Design aw_decoder_n, sky130hd; sources not shown.
Run 1, local utilization:
The bar under the picture is 20 um long. The die is cut into 11 by 11 equal tiles; black is low, pale yellow is high, 0 to 100% covered.
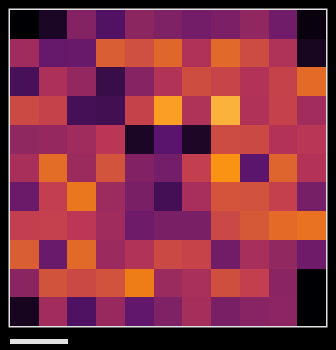
nearly empty tiles = 2.5%
fullest tile = 83%
mean over tiles = 42%
emptiest ninth of the die = top left
tiles over 75% full = 2.5%
densest ninth of the die = right middle
post-layout util: 47.5%
Core ar.: 11,100 um^2
Initial Util: 24.0%

Run 1, port wiring:
The bar under the picture is 20 um long.
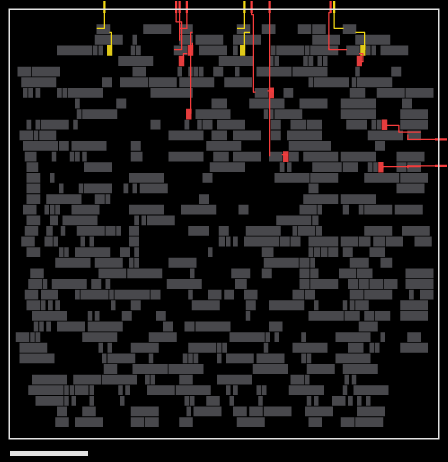
yellow -> `AWSIZE_M`  # bits 3, direction input, edge top, end cells 3, buffers 3, wire 36.1 um
red -> `AWID_M`  # bits 8, direction input, edge 6 top, 2 right, end cells 8, buffers 8, wire 169 um
io pins: 125
buffers added on ports: 124

Run 1, supply network:
The bar under the picture is 20 um long. Pins as bars on the die edge.
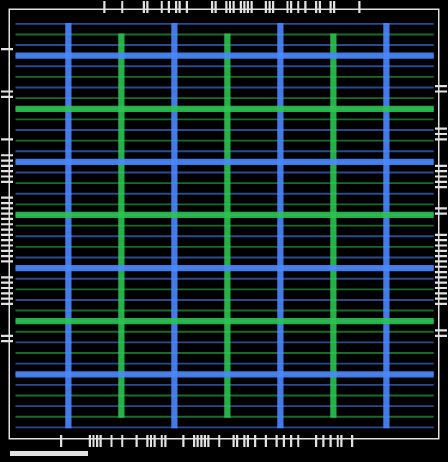
blue -> VSS
green -> VDD
met5 straps = 7
met1 rails = 39
rows = 38
signal pins = 125
met4 straps = 7
die height: 110 um
Die Wd: 110 um
Worst VDD drop: 1.20 mV

Run 1, routing congestion:
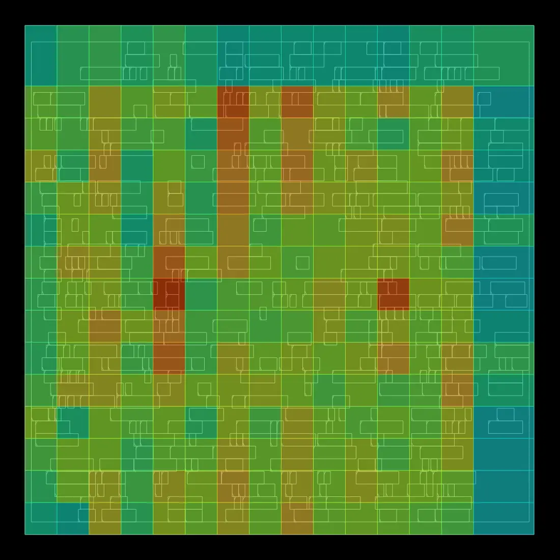
GRT Util Overall: 13.5%
Top Usage Layer GRT: met2
met3 Use GR: 5.22%

==> run_results.csv, run 1 <==
group,metric,value,unit
status,status,"complete, but fails checks",
global_route,grt_pass1_vias,2360,
die,dieArea,12000,um^2
route,viasPerCell,4.12,
place,place_ws,-0.550,ns
global_route,use_met2,20.5,%
cells_and_area,final_common_cell,"nand2_1",
status,violations,"negative setup slack",
cells_and_area,drive_above_1_share,32.9,%
yosys,yosys_warnings,0,
yosys,top_area_cell,"dfrtp_1",
sta,post-route-min-period,1.78,ns
cells_and_area,lay_top_cells,"153 x nand2_1, 69 x buf_12, 67 x dfrtp_1, 52 x clkdlybuf4s50_1, 33 x buf_4",
cells_and_area,n_antenna_cell,0,
worst_setup_path,end_kind,"output port",
cts,cts.sinks,67,
cts,htree_levels,3,
worst_setup_path,critPathLaunchType,"register",
cts,cts_tree,"yes",
place,place_congestion,0.770,
cts,post_cts_buffers,14,
worst_setup_path,path_max_fanout,2,
min_path,whs_path_depth,3,
yosys,synth_flops,67,
sta,hold_slack,0.379,ns
power_and_ir_drop,p_leak,2.54,nW
min_path,worst_hold_path_type,"in -> reg",
yosys,top_area_share,62.9,%
yosys,synth_chip_area,2660,um^2
cts,clk_pin_slew,0.11,ns
cts,clock_latency,0.41,ns
global_route,grt_max_degree,68,
cts,postCtsHoldBufs,1,
global_route,grt_overflow,0,
cts,cts_buffers,9,
cts,cts_buffer_depth,2,
yosys,ys_seq_share,62.9,%
sta,fmax,0.561,GHz
yosys,netlist_area,2660,um^2
worst_setup_path,crit_type,"reg -> out",
yosys,synth_area_per_cell,9.55,um^2
yosys,synthCells,279,
worst_setup_path,worstPathArrival,1.36,ns
worst_setup_path,worstPathRequired,0.98,ns
yosys,area_leaders,"dfrtp_1 63%, nand2_1 22%, mux2_2 3.0%",
sta,report.final.slew_viol_count,0,
flow_run,drv_cap,0,
yosys,synth_stat.cells,279,
route,vias,2404,
cells_and_area,largest_register_ffs,32,
sta,finalCritPeriodShare,127,%
sta,fin_ws,-0.381,ns
worst_setup_path,r2r.worst_path.cells,3,
cells_and_area,syn_to_final_growth,97.7,%
sta,skew,0.0267,ns
route,drtPass1Iterations,4,
global_route,antenna_found_initial,0,
route,wirelength,7.57,mm
die,num_rows,38,
yosys,fp_nets,337,
sta,worstMarginPinSlew,0.375,ns
sta,hold_viol,0,
sta,rsz0062_at_grt,"yes",
cells_and_area,final_nets,497,
route,route.detailed.drc,0,
power_and_ir_drop,power.density,2640,nW/um^2
worst_setup_path,r2r_setup_slack,-0.03,ns
global_route,met1_usage,17.4,%
place,hpwlAfterDp,5.47,mm
sta,worst_slew_margin_rel,74.8,%
route,final_antenna_net_count,0,
flow_run,warnings,29,
cts,cts_root_buffer,"clkbuf_4",
route,avgRoutedWirePerCell,13.0,um
global_route,grt_pass1_wl,12.1,mm
sta,setup_viol,66,
yosys,ys_types,27,
cts,ctsResizeCount,9,
route,drt_iter0_markers,74,
run 1: kinds of logic after synthesis:
group           share of synthesized area (%)
compound gates                           3.43
buf+inv                                  3.76
flops                                    62.9
mux                                      3.80
simple gates                             26.1
run 1: per-layer routing:
metal	up-vias	wire length, um
met5	-	0
met4	0	114
li1	1202	-
met2	68	3650
met3	10	561
met1	1124	3250
run 1: cell usage after synthesis:
master and instances:
nor4_1 3, nor2b_1 3, a21oi_1 1, a31o_2 1, nor3_1 2, o211ai_1 1
nand3_1 3, nand2b_1 1, a22oi_2 1, o21ai_0 1, nand4_1 1, nand2_1 153
inv_1 6, dfrtp_1 67, nand4_4 1, mux2_2 7, and2_1 2, a32o_1 1
clkbuf_1 4, buf_2 8, nor2_1 1, and2b_1 1, o2111a_1 1, a22o_1 1
o31ai_1 3, mux2_1 2, buf_4 3
run 1: final cells by class:
type	count	area, um^2
clock inverter	6	88.8
tap	140	175
inverter	6	25.0
fill	1073	5810
sequential	67	1680
multi-input combinational	192	977
clock buffer	10	75.1
timing repair buffer	163	2250
run 1: critical path, stage by stage (launching register included):
cell and delay (ns):
dfrtp_1 0.38, and2b_1 0.23, buf_6 0.10, and2_4 0.14, buf_12 0.13
run 1: power breakdown:
group          total [mW]  switching (mW)  internal, mW
clock                1.48           0.736         0.748
sequential           3.64           0.863          2.78
combinational        8.77            4.47          4.30
total                13.9            6.07          7.82
run 1: per-stage QoR:
step / instances / utilization (%) / cell area [um^2] / TNS, ns / total power, mW
floorplan: 279 / - / 2680 / -0.113 / 7.42
global placement: 549 / 44.0 / 4880 / -14.92 / 12.1
detailed placement: 549 / 44.0 / 4880 / -15.65 / 12.1
CTS: 580 / 46.8 / 5180 / -5.15 / 13.9
global route: 584 / 47.5 / 5270 / -7.91 / 14.6
finish: 584 / 47.5 / 5270 / -3.20 / 13.9
==> run 2, diff against run 1 <==
--- a/config.mk
+++ b/config.mk
@@ -5,6 +5,7 @@
 export SDC_FILE = /design/constraint.sdc
 export NUM_CORES = 1
 export LEC_CHECK = 0
+export ABC_AREA = 1
 export CAP_MARGIN = 20
 export CORE_UTILIZATION = 23
 export CTS_BUF_LIST = sky130_fd_sc_hd__clkbuf_4
Run 2, local utilization:
The bar under the picture is 20 um long. The die is cut into 11 by 11 equal tiles; black is low, pale yellow is high, 0 to 100% covered.
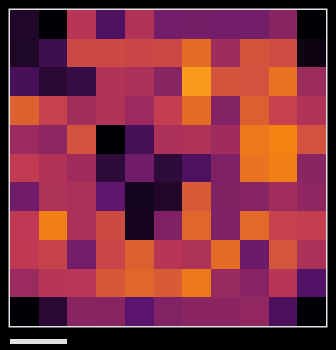
nearly empty tiles = 4.1%
mean over tiles = 41%
fullest tile = 78%
tiles over 75% full = 0.80%
Core ar.: 11,500 um^2
Initial Util: 23.7%
post-layout util: 45.7%

==> run 2 against run 1 <==
The run ends with design-rule violations, negative setup slack left. Register-to-register slack gained 0.12 ns. Global-route usage is 0.092 points higher. Clock power shrank 32%. Worst hold slack gained 0.063 ns. Setup slack gained 0.12 ns. Final cell count grew 8.0%. Non-clock buffer count stayed put. Die area grew 2.5%. Area after synthesis grew 2.5%. Count of clock-buffer cells in the layout unchanged. Critical path type unchanged. Largest cell class unchanged.
==> run_results.csv, run 2 <==
group,metric,value,unit
die,die_h,111,um
sta,fin_tns_setup,-2.00,ns
cells_and_area,drive_above_1_share,28.5,%
place,placed_cell_area,4950,um^2
min_path,worst_hold_path_type,"in -> async",
place,dp_cells,592,
power_and_ir_drop,p_total,13.4,mW
cells_and_area,largest_register_ffs,32,
yosys,enable_flop_cells,0,
cts,clk_pin_slew,0.10,ns
power_and_ir_drop,power.density,2540,nW/um^2
worst_setup_path,worstPathArrival,1.24,ns
sta,worst_slew_margin_rel,77.9,%
route,route.detailed.drc,14,
yosys,synthCells,323,
sta,finalCritPeriodShare,119,%
power_and_ir_drop,ir_worst_vdd,0.958,mV
global_route,track_usage,13.6,%
status,violations,"design-rule violations, negative setup slack",
global_route,antenna_found_initial,0,
cells_and_area,final_nets,543,
worst_setup_path,r2r_setup_slack,0.09,ns
place,io_buffers,124,
place,hpwlAfterDp,5.79,mm
yosys,yosys_warnings,0,
cts,cts_root_buffer,"clkbuf_4",
cts,clock_latency,0.41,ns
sta,worstMarginPinSlew,0.332,ns
cts,cts_buffer_depth,2,
route,final_antenna_net_count,0,
power_and_ir_drop,p_leak,2.60,nW
sta,fin_ws,-0.260,ns
yosys,common_cells,"185 x nand2_1, 67 x dfrtp_1, 20 x nor2_1, 15 x inv_1, 10 x buf_2",
cells_and_area,n_fill_cell,1128,
yosys,synth_stat.cells,323,
global_route,grt_max_degree,27,
sta,post-route-min-period,1.66,ns
yosys,synth-main-ff-cell,"dfrtp_1",
cells_and_area,fin_cells,631,
sta,setup_viol,47,
cts,htree_levels,3,
cells_and_area,final_common_cell,"nand2_1",
cts,cts_tree,"yes",
global_route,grt_pass1_wl,13.0,mm
worst_setup_path,worstPathRequired,0.98,ns
worst_setup_path,crit_type,"reg -> out",
status,status,"complete, but fails checks",
worst_setup_path,end_kind,"output port",
cells_and_area,final_area,5270,um^2
flow_run,warnings,29,
die,die_x,111,um
global_route,grt_pass1_vias,2539,
route,drtPass1Iterations,7,
cells_and_area,lay_top_cells,"184 x nand2_1, 72 x buf_12, 67 x dfrtp_1, 56 x clkdlybuf4s50_1, 32 x buf_4",
sta,hold_slack,0.442,ns
sta,hold_viol,0,
global_route,grt_overflow,0,
worst_setup_path,critPathLaunchType,"register",
cts,cts.sinks,67,
yosys,ys_seq_share,61.4,%
yosys,synth.most_common_cell,"nand2_1",
sta,skew,0.00961,ns
==> run 2: netlist changes by cell type in the layout (fill, tap and decap cells not counted), sizes merged, moves of 4 or more <==
cell           delta
inv              +11
clkdlybuf4s50     +4
nand2            +34
nor2             +21
mux2              -9
nand3             +6
==> run 2: worst max-delay path: stages (launching register included) <==
cell and delay [ns]:
dfrtp_1 0.40, inv_4 0.06, nor2_4 0.09, inv_2 0.06, nor2_4 0.10, buf_12 0.14
==> run 2: layout make-up <==
cell class	count	area [um^2]	area share [%]
Sequential cell	67	1680	31.8
Multi-Input combinational cell	226	971	18.4
Clock inverter	4	20.0	0.380
Inverter	18	70.1	1.33
Timing Repair Buffer	163	2270	43.2
Tap cell	143	179	3.40
Clock buffer	10	75.1	1.43
==> run 2: kinds of logic after synthesis <==
kind of cell / Yosys count / synth area share (%)
AND-OR/OR-AND: 5 / 1.10
buffers and inverters: 30 / 4.86
AND/OR/NAND/NOR: 221 / 32.7
flip-flops: 67 / 61.4
==> run 2: per-layer routing <==
layer  routed length (um)  vias to the layer above  global-route usage (%)
met5                    0                        -                       0
met4                  105                        0                    6.03
met2                 3800                       67                    21.2
met1                 3430                     1163                    16.8
li1                     -                     1293                       -
met3                  551                        8                    5.19
==> run 2: repair_timing <==
item,CTS,global route
pin swaps,1,2
setup buffers,15,9
gates resized,4,5
hold buffers,1,0
hold endpoints to repair,20,0
gates cloned,0,0
setup endpoints to repair,67,72
==> run 2: where the power goes <==
part | internal, mW | leakage [nW] | switching, mW
sequential | 2.76 | 0.834 | 0.889
clock | 0.354 | 0.0616 | 0.649
combinational | 4.21 | 1.71 | 4.54
total | 7.32 | 2.60 | 6.07
Power figures rest on the tool's default switching activity, not on a simulated workload.
